**config.mk**
```make
export PLATFORM = sky130hd
export DESIGN_NAME = fwft_sync_fifo
export DESIGN_NICKNAME = d
export VERILOG_FILES = /design/src/rtl/fwft_sync_fifo.sv
export SDC_FILE = /design/constraint.sdc
export NUM_CORES = 1
export LEC_CHECK = 0
export CORE_ASPECT_RATIO = 1.4
export CORE_MARGIN = 2
export CORE_UTILIZATION = 51
export CTS_CLUSTER_DIAMETER = 30
export DETAILED_ROUTE_END_ITERATION = 16
export GPL_TIMING_DRIVEN = 0
export PLACE_DENSITY = 0.76
export SYNTH_ARGS = -nofsm -noshare
export SYNTH_HDL_FRONTEND = slang
export SYNTH_SLANG_ARGS = --single-unit
```
**constraint.sdc**
```tcl
create_clock -name clk -period 9.4 [get_ports clk]
set_input_delay 0.94 -clock clk [delete_from_list [all_inputs] [get_ports clk]]
set_output_delay 0.94 -clock clk [all_outputs]
set_load 0.005 [all_outputs]
```
**src/rtl/fwft_sync_fifo.sv**
```systemverilog
// Single-clock FIFO with build-time choice between registered-read and first-word-fall-through.
// Occupancy count includes the FWFT output register; overflow/underflow pulse for one cycle per rejected request.
module fwft_sync_fifo #(
    parameter int DWIDTH      = 32,
    parameter int DEPTH       = 16,
    parameter int AMOST_FULL  = 4,
    parameter int AMOST_EMPTY = 4,
    parameter int FWFT        = 1
) (
    input  logic                     clk,
    input  logic                     rst,
    input  logic [DWIDTH-1:0]        din,
    input  logic                     write,
    output logic                     full,
    output logic                     almost_full,
    input  logic                     read,
    output logic [DWIDTH-1:0]        dout,
    output logic                     empty,
    output logic                     almost_empty,
    output logic [$clog2(DEPTH):0]   count,
    output logic                     overflow,
    output logic                     underflow
);

    localparam int AW = $clog2(DEPTH);
    localparam int CW = AW + 1;

    logic [DWIDTH-1:0] mem_q [DEPTH];
    logic [AW-1:0]     wrPtr_q, wrPtr_d;
    logic [AW-1:0]     rdPtr_q, rdPtr_d;
    logic [CW-1:0]     count_q, count_d;
    logic [CW-1:0]     ramCount;
    logic              prefetched_q, prefetched_d;
    logic [DWIDTH-1:0] dout_q, dout_d;
    logic              overflow_q, underflow_q;
    logic              wrEn, rdEn, fetch, emptyInt;

    assign full         = (count_q == CW'(DEPTH));
    assign almost_full  = (count_q >= CW'(DEPTH - AMOST_FULL));
    assign almost_empty = (count_q <= CW'(AMOST_EMPTY));
    assign emptyInt     = (FWFT != 0) ? !prefetched_q : (count_q == '0);
    assign empty        = emptyInt;
    assign count        = count_q;
    assign dout         = dout_q;
    assign overflow     = overflow_q;
    assign underflow    = underflow_q;

    // In FWFT mode the RAM holds count minus the word parked in the output register.
    always_comb begin
        wrEn         = write && !full;
        rdEn         = read && !emptyInt;
        ramCount     = count_q - {{AW{1'b0}}, prefetched_q};
        prefetched_d = prefetched_q;
        if (FWFT != 0) begin
            fetch = (ramCount != '0) && (!prefetched_q || rdEn);
            if (fetch) begin
                prefetched_d = 1'b1;
            end else if (rdEn) begin
                prefetched_d = 1'b0;
            end
        end else begin
            fetch = rdEn;
        end
        wrPtr_d = wrEn  ? wrPtr_q + AW'(1) : wrPtr_q;
        rdPtr_d = fetch ? rdPtr_q + AW'(1) : rdPtr_q;
        dout_d  = fetch ? mem_q[rdPtr_q] : dout_q;
        count_d = count_q;
        case ({wrEn, rdEn})
            2'b10:   count_d = count_q + CW'(1);
            2'b01:   count_d = count_q - CW'(1);
            default: count_d = count_q;
        endcase
    end

    always_ff @(posedge clk) begin
        if (wrEn) begin
            mem_q[wrPtr_q] <= din;
        end
    end

    always_ff @(posedge clk or posedge rst) begin
        if (rst) begin
            wrPtr_q      <= '0;
            rdPtr_q      <= '0;
            count_q      <= '0;
            prefetched_q <= 1'b0;
            dout_q       <= '0;
            overflow_q   <= 1'b0;
            underflow_q  <= 1'b0;
        end else begin
            wrPtr_q      <= wrPtr_d;
            rdPtr_q      <= rdPtr_d;
            count_q      <= count_d;
            prefetched_q <= prefetched_d;
            dout_q       <= dout_d;
            overflow_q   <= write && full;
            underflow_q  <= read && emptyInt;
        end
    end

endmodule

```
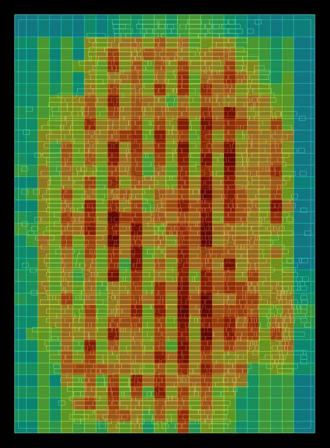
(images/congestion_map.png)
grt met1 use: 27.7%
GR peak layer: met2
fin util: 62.2%
GR Util met2: 40.3%

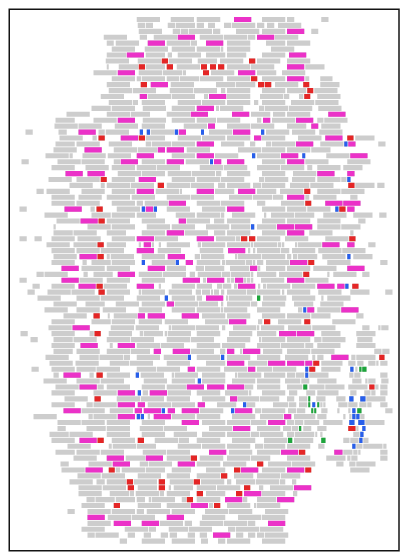
(images/gates.png)
legend:
  aoi and oai cells:
    colour: blue
    cells: 45
    most_used: a21oi_1
  non-inverting ao/oa cells:
    colour: red
    cells: 67
    where: widely spread
  nand cells:
    colour: green
    cells: 13
    most_used: nand2_1
    where: bottom right
  mux cells:
    colour: magenta
    cells: 162
    most_used: mux4_2

==> changes_impl.md <==
## Flow update

* Status: finished, final reports clean
* Ys async rst share at 8.57%
* Combinational power at 2.36 mW
* Die width at 178 µm
* Inverter count at 8
* Max-area cell share at 71.0%
* Top-count cell post-synth: edfxtp_1
* Critical Path End Type: register
* Relative slew slack at 27.2%
* IO Count at 79
* Routed met3 length at 3.31 mm
* Dominant logic cell types in the final layout: 512 x edfxtp_1, 128 x mux4_2, 78 x clkdlybuf4s50_1, 75 x clkbuf_16, 48 x dfrtp_1
* Initial DRT Pass Iterations at 7
* CTS Buf Count at 73
* Initial DRC Count at 983
* Core area at 42,000 µm²
* XOR Share, Synth at 0.485%
* Post-DP HPWL at 29.7 mm
* Top cell family by delay on the critical path: simple AND/OR/NAND/NOR gates
* Clock-pin slew on the worst setup and hold paths at 0.06 ns
* Hold endpoint: dout[22]
* Final period util at 36.5%
* Seq area share at 63.4%
* Crit-path slowest cell: nor3_2
* WP depth at 6
* Setup TNS at 0 ns
* Largest cell class: registers
* Post-synthesis adder-cell area fraction at 0.578%
* Antenna-violating nets left at 0
* Pint at 5.87 mW
* Hold Buf Count CTS at 0
* Reg2reg path depth at 7
* Sequential share of power at 38.1%
* Post-Route WL at 48.4 mm
* Hold slack at 0.501 ns
* Logic area at 4810 µm²
* Sw Pwr at 2.46 mW
* TritonCTS clock tree: built
* Area growth, synth to finish at 20.7%
* Grt ovf at 0
* Non-clock buffering overhead at 5.94%
* Post-CTS resize count at 0
* Total tool warning count at 30
* Pin count of the biggest net entering global routing at 26
* Max Cap Viol at 0
* First-pass GRT wire length at 71.8 mm
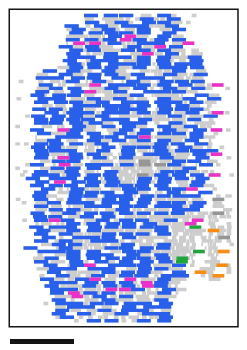
(images/ff_map.png)
Scale bar: 50 µm. Other sequential cells in the stronger grey, the rest of the logic in the fainter grey.
legend:
  wrPtr_q:
    colour: green
    sequential_cells: 4
    where: bottom right
  mem_q:
    colour: blue
    sequential_cells: 512
  count:
    colour: orange
    sequential_cells: 5
    where: bottom right
  dout:
    colour: magenta
    sequential_cells: 32
    where: widely spread
not coloured: 7

[logic make-up (layout without fill, tap and decap cells)]
group / count (synthesis) / count (layout)
buf+inv: 68 / 305
simple gates: 77 / 77
mux: 162 / 162
fa+ha+maj: 10 / 10
xor+xnor: 12 / 12
flops: 560 / 560
compound gates: 112 / 112
[metrics by stage]
step	instances	utilization, %	power (mW)	worst slack, ns	cell area, µm²
after floorplan	1001	-	4.71	5.12	21600
after global placement	1625	55.1	5.46	1.93	23100
after detailed placement	1650	56.3	5.58	5.35	23700
after CTS	1784	62.2	8.38	6.00	26100
after global routing	1784	62.2	8.63	5.82	26100
final	1784	62.2	8.33	5.97	26100
[state kept, by name, indices dropped and copies added (netlist names)]
signal,count
rdPtr_q,4
prefetched_q,1
dout,32
overflow,1
underflow,1
wrPtr_q,4
count,5
mem_q,512
Power is estimated from default activity; no workload was simulated.
